==> run_1/final_clocks.png <==
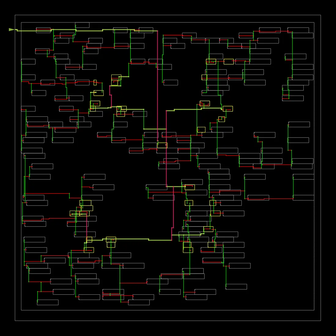
==> run_1/met4.png <==
(2 px per um) Supply wires on this layer in gray. Cells faint in the background.
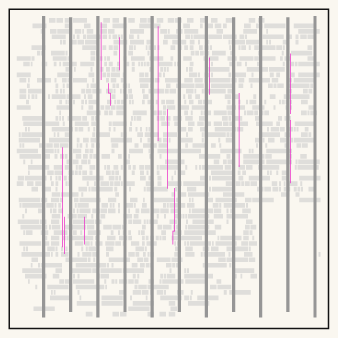
==> run_1/met3.png <==
(3 px per um) Cells faint in the background.
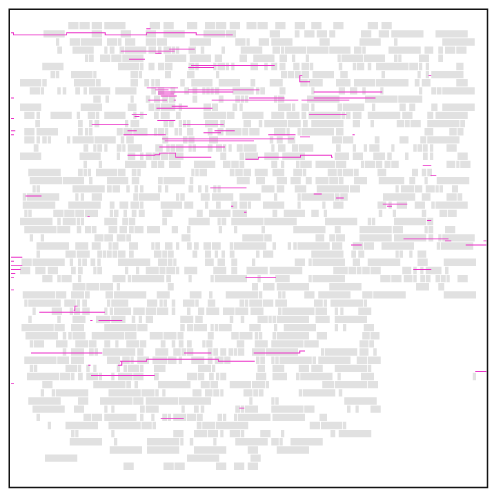
--- src/rtl/audio_level_meter_pkg.sv ---
// Shared width helpers and sample conversion for the audio level meters.
package audio_level_meter_pkg;

  function automatic int unsigned ch_width(input int unsigned channels);
    return (channels > 1) ? $clog2(channels) : 1;
  endfunction

  function automatic int unsigned pos_width(input int unsigned indicator_width);
    return $clog2(indicator_width + 1);
  endfunction

  function automatic int unsigned count_width(input int unsigned max_value);
    return (max_value > 0) ? $clog2(max_value + 1) : 1;
  endfunction

  // Two's complement to offset binary: flip the sign bit of a w-bit sample.
  function automatic logic [63:0] to_offset(input logic [63:0] v, input int unsigned w);
    return v ^ (64'(1) << (w - 1));
  endfunction

endpackage

--- src/rtl/audio_level_meter_multi_l2p.sv ---
// Combinational section diff to bar position, log2 or linear (ceiling) mapping.
module level_to_position
  import audio_level_meter_pkg::*;
#(
  parameter int unsigned sample_width    = 16,
  parameter int unsigned indicator_width = 32,
  parameter int unsigned log_scale       = 1
) (
  input  logic [sample_width-1:0]                 diff_i,
  output logic [pos_width(indicator_width)-1:0]   pos_o
);

  localparam int unsigned PW = pos_width(indicator_width);

  if (log_scale != 0) begin : g_log
    localparam int unsigned LW = $clog2(sample_width + 1);
    logic [LW-1:0] msb_len;

    // Length of diff in bits: highest set bit index plus one.
    always_comb begin
      msb_len = '0;
      for (int unsigned i = 0; i < sample_width; i++) begin
        if (diff_i[i]) msb_len = LW'(i + 1);
      end
    end

    assign pos_o = PW'((32'(msb_len) * indicator_width) / sample_width);
  end else begin : g_lin
    localparam int unsigned MW = sample_width + PW + 1;
    logic [MW-1:0] scaled;

    assign scaled = MW'(diff_i) * MW'(indicator_width)
                  + MW'((64'(1) << sample_width) - 64'(1));
    assign pos_o  = PW'(scaled >> sample_width);
  end

endmodule

--- src/rtl/audio_level_meter_multi.sv ---
// Time-multiplexed multi-channel level meter: section min/max, position,
// peak hold with decay and bar-graph output over one shared datapath.
module audio_level_meter_multi
  import audio_level_meter_pkg::*;
#(
  parameter int unsigned channels             = 2,
  parameter int unsigned sample_width         = 16,
  parameter int unsigned indicator_width      = 32,
  parameter int unsigned section_sample_count = 32,
  parameter int unsigned peak_hold_count      = 13781,
  parameter int unsigned log_scale            = 1
) (
  input  logic                                   clk,
  input  logic                                   reset,
  input  logic                                   i_valid,
  output logic                                   i_ready,
  input  logic [ch_width(channels)-1:0]          i_channel,
  input  logic [sample_width-1:0]                i_value,
  output logic                                   o_valid,
  input  logic                                   o_ready,
  output logic [ch_width(channels)-1:0]          o_channel,
  output logic [pos_width(indicator_width)-1:0]  o_position,
  output logic [indicator_width-1:0]             o_array
);

  localparam int unsigned CW = ch_width(channels);
  localparam int unsigned PW = pos_width(indicator_width);
  localparam int unsigned NW = $clog2(section_sample_count);
  localparam int unsigned HW = count_width(peak_hold_count);

  logic [sample_width-1:0] min_q  [channels];
  logic [sample_width-1:0] max_q  [channels];
  logic [NW-1:0]           cnt_q  [channels];
  logic [PW-1:0]           peak_q [channels];
  logic [HW-1:0]           hold_q [channels];

  logic                    pend_valid_q, pend_valid_d;
  logic [CW-1:0]           pend_ch_q;
  logic [sample_width-1:0] pend_diff_q;

  logic                       o_valid_q, o_valid_d;
  logic [CW-1:0]              o_channel_q;
  logic [PW-1:0]              o_position_q;
  logic [indicator_width-1:0] o_array_q;

  logic                    ch_ok, accept, sec_done, fire;
  logic [CW-1:0]           ch_idx;
  logic [sample_width-1:0] u, min_n, max_n;
  logic [PW-1:0]           pos, peak_n;
  logic [HW-1:0]           hold_n;
  logic [indicator_width-1:0] bar;

  assign i_ready = !reset & (!pend_valid_q | !o_valid_q | o_ready);
  assign fire    = pend_valid_q & (!o_valid_q | o_ready);

  // Stage 1: per-channel running min/max and section completion.
  always_comb begin
    u        = sample_width'(to_offset(64'(i_value), sample_width));
    ch_ok    = 32'(i_channel) < channels;
    ch_idx   = ch_ok ? i_channel : '0;
    accept   = i_valid & i_ready & ch_ok;
    min_n    = u;
    max_n    = u;
    if (cnt_q[ch_idx] != '0) begin
      min_n = (u < min_q[ch_idx]) ? u : min_q[ch_idx];
      max_n = (u > max_q[ch_idx]) ? u : max_q[ch_idx];
    end
    sec_done = accept & (cnt_q[ch_idx] == NW'(section_sample_count - 1));
  end

  level_to_position #(
    .sample_width    (sample_width),
    .indicator_width (indicator_width),
    .log_scale       (log_scale)
  ) u_l2p (
    .diff_i (pend_diff_q),
    .pos_o  (pos)
  );

  // Stage 2: peak hold/decay and bar with peak marker for the pending section.
  always_comb begin
    peak_n = peak_q[pend_ch_q];
    hold_n = hold_q[pend_ch_q];
    if (pos >= peak_n) begin
      peak_n = pos;
      hold_n = HW'(peak_hold_count);
    end else if (hold_n != '0) begin
      hold_n = hold_n - HW'(1);
    end else if (peak_n != '0) begin
      peak_n = peak_n - PW'(1);
    end
    for (int unsigned i = 0; i < indicator_width; i++) begin
      bar[i] = (PW'(i) < pos) | ((peak_n != '0) && (PW'(i) == peak_n - PW'(1)));
    end
  end

  always_comb begin
    pend_valid_d = pend_valid_q;
    if (sec_done)  pend_valid_d = 1'b1;
    else if (fire) pend_valid_d = 1'b0;
    o_valid_d = o_valid_q;
    if (fire)         o_valid_d = 1'b1;
    else if (o_ready) o_valid_d = 1'b0;
  end

  always_ff @(posedge clk) begin
    if (reset) begin
      for (int unsigned c = 0; c < channels; c++) begin
        min_q[c]  <= '0;
        max_q[c]  <= '0;
        cnt_q[c]  <= '0;
        peak_q[c] <= '0;
        hold_q[c] <= '0;
      end
      pend_valid_q <= 1'b0;
      pend_ch_q    <= '0;
      pend_diff_q  <= '0;
      o_valid_q    <= 1'b0;
      o_channel_q  <= '0;
      o_position_q <= '0;
      o_array_q    <= '0;
    end else begin
      if (accept) begin
        min_q[ch_idx] <= min_n;
        max_q[ch_idx] <= max_n;
        cnt_q[ch_idx] <= cnt_q[ch_idx] + NW'(1);
      end
      pend_valid_q <= pend_valid_d;
      if (sec_done) begin
        pend_ch_q   <= ch_idx;
        pend_diff_q <= max_n - min_n;
      end
      if (fire) begin
        peak_q[pend_ch_q] <= peak_n;
        hold_q[pend_ch_q] <= hold_n;
        o_channel_q       <= pend_ch_q;
        o_position_q      <= pos;
        o_array_q         <= bar;
      end
      o_valid_q <= o_valid_d;
    end
  end

  assign o_valid    = o_valid_q;
  assign o_channel  = o_channel_q;
  assign o_position = o_position_q;
  assign o_array    = o_array_q;

endmodule

--- config.mk ---
export PLATFORM = sky130hd
export DESIGN_NAME = audio_level_meter_multi
export DESIGN_NICKNAME = d
export VERILOG_FILES = /design/src/rtl/audio_level_meter_pkg.sv /design/src/rtl/audio_level_meter_multi_l2p.sv /design/src/rtl/audio_level_meter_multi.sv
export SDC_FILE = /design/constraint.sdc
export NUM_CORES = 1
export LEC_CHECK = 0
export ABC_AREA = 0
export CAP_MARGIN = 10
export CORE_MARGIN = 3
export CORE_UTILIZATION = 43
export CTS_BUF_LIST = sky130_fd_sc_hd__clkbuf_4 sky130_fd_sc_hd__clkbuf_8
export CTS_CLUSTER_DIAMETER = 60
export DETAILED_ROUTE_END_ITERATION = 10
export PLACE_DENSITY_LB_ADDON = 0.12
export SLEW_MARGIN = 5
export SYNTH_ARGS = -nofsm -noshare
export SYNTH_HDL_FRONTEND = slang
export SYNTH_SLANG_ARGS = --single-unit
--- constraint.sdc ---
create_clock -name clk -period 6.25 [get_ports clk]
set_clock_uncertainty 0.15 [all_clocks]
set_input_delay 1.25 -clock clk [delete_from_list [all_inputs] [get_ports clk]]
set_output_delay 1.25 -clock clk [all_outputs]
set_load 0.01 [all_outputs]
==> impl_metrics.yaml, run 1 <==
# flow metrics
status:
  status: "completed"
worst_setup_path:
  timing.critical_path.slowest_cell_delay_ns: 0.56
  crit-reg2reg-launch: "pend_diff_q[1]$_SDFFE_PP0P_"
  crit_arrival_ns: 5.85
synthesis:
  yosys.cell_count.top_type: "sky130_fd_sc_hd__nor2_1"
  floorplan.nets: 1120
  flip_flops_with_a_built_in_enable: 114
  average_cell_area_after_synthesis_sq_um: 9.656
  synth_top_cell_by_area: "sky130_fd_sc_hd__edfxtp_1"
  syn_inst: 1041
  ys.warnings.count: 0
timing:
  final_period_minus_worst_setup_slack_ns: 5.647
  clock.fmax_mhz: 177.1
  sum_neg_setup_slack_ns: 0
  setup_viol: 0
  worst_pin_slew_ns: 1.132
  post-route-period-util: 0.9035
power_and_ir_drop:
  clk-power_mw: 0.773
  pg_seq_mw: 1.27
  p_seq_frac: 0.475
place:
  dp_slack_ns: 0.2112
  gpl.final_weighted_congestion: 0.8744
layout:
  final_cell_mix: "sky130_fd_sc_hd__nor2_1 (200), sky130_fd_sc_hd__edfxtp_1 (114), sky130_fd_sc_hd__nand2_1 (75), sky130_fd_sc_hd__a21oi_1 (65), sky130_fd_sc_hd__mux2i_1 (61)"
  final_layout_size_suffix_gt1_frac: 0.09165
clock_tree:
  cts_htree_levels: 4
  clock_path_buffers: 2
routing:
  routed_wire_length_per_instance_um: 18.15
  maxUsedRoutingLayer: "met4"
floorplan:
  row_count: 55
  dieWidth_um: 158.9
  boundaryPins: 62
About final_clocks.png:
CTS buffer count: 17
total clock sinks: 172
Layout clock buffers: 17

About met4.png:
wire length on this layer: 380 um
nets with wire on the layer: 10
main direction: vertical
longest straight run: 57.1 um
share of all routed wire: 1.5%
total via count in the routed design: 7837
total wirelength of the detailed-routed design: 25690 um

About met3.png:
share of all routed wire: 3.3%
longest straight run: 43.7 um
nets with wire on the layer: 63
global-route track usage on met3: 0.02765

-- run 1: worst min path at each step --
stage	start	endpoint	cells after the start
after floorplan	pend_diff_q[6]$_SDFFE_PP0P_	pend_diff_q[6]$_SDFFE_PP0P_	2
after global placement	o_position[2]$_SDFFE_PP0P_	o_position[2]$_SDFFE_PP0P_	2
after detailed placement	o_channel$_SDFFE_PP0P_	o_channel$_SDFFE_PP0P_	2
after CTS	o_channel$_SDFFE_PP0P_	o_channel$_SDFFE_PP0P_	2
after global routing	o_position[2]$_SDFFE_PP0P_	o_position[2]$_SDFFE_PP0P_	2
final	o_position[3]$_SDFFE_PP0P_	o_position[3]$_SDFFE_PP0P_	2
-- run 1: worst max-delay path: cells and delay by family --
family,cells,cell delay (ns)
muxes,1,0.34
AOI/OAI and AO/OA,8,1.92
and+or+nand+nor,5,0.95
buffers and inverters,3,0.72
adders and majority gates,2,0.66
-- run 1: kinds of logic (layout without fill, tap and decap cells) --
| logic type | count (synthesis) | in the layout | synth area share |
|---|---|---|---|
| AND/OR/NAND/NOR | 427 | 427 | 0.2038 |
| AND-OR/OR-AND | 183 | 183 | 0.1199 |
| flip-flops | 172 | 172 | 0.4561 |
| buffers and inverters | 92 | 153 | 0.03734 |
| multiplexers | 85 | 85 | 0.08962 |
| adder cells (fa/ha/maj) | 58 | 58 | 0.07294 |
| XOR/XNOR | 23 | 23 | 0.02004 |
| other | 1 | 1 | 0.0003731 |
-- run 1: layout make-up --
class	instances	area, sq um	share of cell area
Sequential cell	172	4584	0.4027
Tap cell	313	391.6	0.03440
Inverter	41	153.9	0.01352
Clock inverter	15	152.6	0.01341
Timing Repair Buffer	80	765.7	0.06726
Clock buffer	17	234.0	0.02055
Multi-Input combinational cell	777	5102	0.4482
==> run_1/pins.png <==
(2 px per um) Pins as bars across the die edge, other pins in gray.
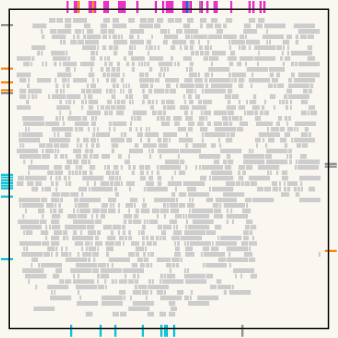

==> inputs of run 2 (changes only) <==
REMOVE_ABC_BUFFERS = 1   (was default)
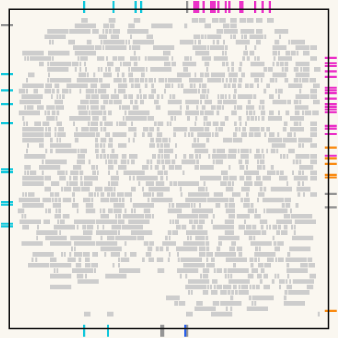
(run_2/pins.png)
(2 px per um) Pins as bars across the die edge, other pins in gray.
| port | color | pins | direction | edge |
|---|---|---|---|---|
| `o_valid` | blue | 1 | output | south |
| `o_position` | orange | 6 | output | east |
| `o_array` | magenta | 32 | output | 17 east, 15 north |
| `i_value` | cyan | 16 | input | 10 west, 4 north, 2 south |
all pins by edge: 25 east, 20 north, 11 west, 6 south
height of the chip: 158.9 um
horizontal die dimension: 158.9 um

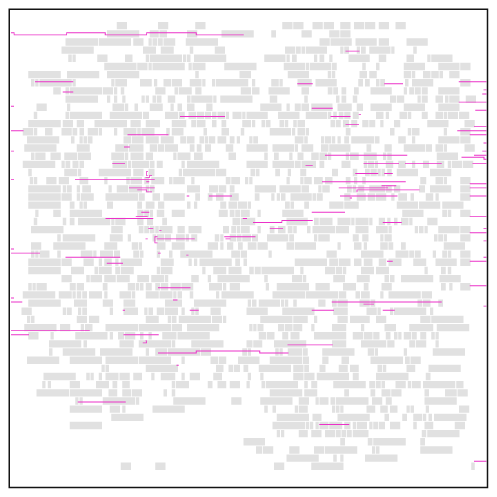
(run_2/met3.png)
(3 px per um) Cells faint in the background.
main direction: horizontal
wire length on this layer: 805 um
total wirelength of the detailed-routed design: 24620 um
global-route track usage on met3: 0.02792
total via count in the routed design: 7737

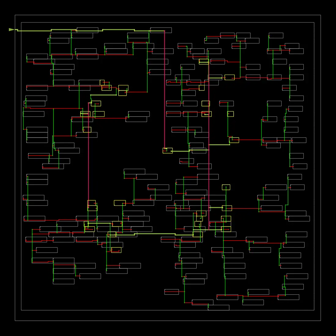
(run_2/final_clocks.png)
Clock group: 0.791 mW
Layout clock buffers: 18
sequential cell count: 172
clock latency of the later-clocked register in the worst-skew pair: 0.47 ns

==> run 2 against run 1 <==
Net effect: clock-buffer cell count is 1 higher; sequential power barely moved; combinational power grew 3.9%; largest cell class unchanged; routed wire length fell by 4.2%; register-to-register slack gained 0.21 ns; critical endpoint is now pend_diff_q[14]$_SDFFE_PP0P_; fmax decreased by 1.2%; power is 1.6% higher; hold slack worse by 0.0091 ns; non-clock buffer count up 14; synthesized cell count unchanged.
==> impl_metrics.yaml, run 2 <==
# flow metrics
status:
  status: "completed"
timing:
  clock.fmax_mhz: 174.9
  final_period_minus_worst_setup_slack_ns: 5.716
  setup_viol: 0
  sum_neg_setup_slack_ns: 0
  worst_pin_slew_ns: 1.116
synthesis:
  synth_top_cell_by_area: "sky130_fd_sc_hd__edfxtp_1"
  syn_inst: 1041
  ys.warnings.count: 0
  yosys.cell_count.top_type: "sky130_fd_sc_hd__nor2_1"
floorplan:
  boundaryPins: 62
  row_count: 55
routing:
  routed_wire_length_per_instance_um: 17.23
clock_tree:
  clock_path_buffers: 2
  cts_htree_levels: 4
  numCtsBuffers: 17
worst_setup_path:
  crit_arrival_ns: 5.89
  buffer_and_inverter_count_on_the_worst_path: 2
  critical-path-top-delay-family: "AND-OR/OR-AND gates"
  timing.critical_path.slowest_cell_delay_ns: 0.58
layout:
  final_layout_size_suffix_gt1_frac: 0.1039
  final_cell_mix: "sky130_fd_sc_hd__nor2_1 (200), sky130_fd_sc_hd__edfxtp_1 (114), sky130_fd_sc_hd__nand2_1 (75), sky130_fd_sc_hd__a21oi_1 (65), sky130_fd_sc_hd__mux2i_1 (61)"
==> run 2: area by class of cell <==
class / instances / area (sq um)
Sequential cell: 172 / 4584
Multi-Input combinational cell: 777 / 5102
Timing Repair Buffer: 94 / 870.8
Fill cell: 2136 / 11280
Tap cell: 313 / 391.6
Clock buffer: 18 / 247.7
Inverter: 41 / 153.9
Clock inverter: 14 / 146.4
==> run 2: final timing paths <==
path | cells past startpoint | slack, ns | startpoint | to
setup reg to reg | 18 | 1.45 | max_q[1][15]$_SDFFCE_PN0P_ | pend_diff_q[14]$_SDFFE_PP0P_
hold reg to reg | 2 | 0.31 | o_position[3]$_SDFFE_PP0P_ | o_position[3]$_SDFFE_PP0P_
setup / recovery | 19 | 0.53 | i_value[15] | pend_diff_q[14]$_SDFFE_PP0P_
hold / removal | 2 | 0.31 | o_position[3]$_SDFFE_PP0P_ | o_position[3]$_SDFFE_PP0P_
==> run 2: cells by family after synthesis <==
group,count (synthesis),share of synthesized area
flops,172,0.4561
simple gates,427,0.2038
compound gates,183,0.1199
mux,85,0.08962
fa+ha+maj,58,0.07294
other cells,1,0.0003731
buf+inv,92,0.03734
xor+xnor,23,0.02004
==> run 2: power breakdown <==
group          switching [mW]  internal (mW)  total (mW)
clock network           0.479          0.312       0.791
registers              0.0142           1.26        1.27
logic                   0.377          0.280       0.658
==> run 2: per-layer routing <==
metal,vias to the layer above,GRT usage,part of all wire
met5,-,0,0
met3,27,0.02792,0.033
met1,3673,0.2583,0.47
met2,155,0.3293,0.48
met4,0,0.05412,0.015
li1,3882,-,-
==> run 2: metrics by stage <==
stage	util	worst slack (ns)
finish	0.5048	0.5338
global route	0.5048	0.2576
CTS	0.5048	0.5887
detailed placement	0.4874	0.08103
global placement	0.4874	0.2280
floorplan	-	0.5143
Power is estimated from default activity; no workload was simulated.
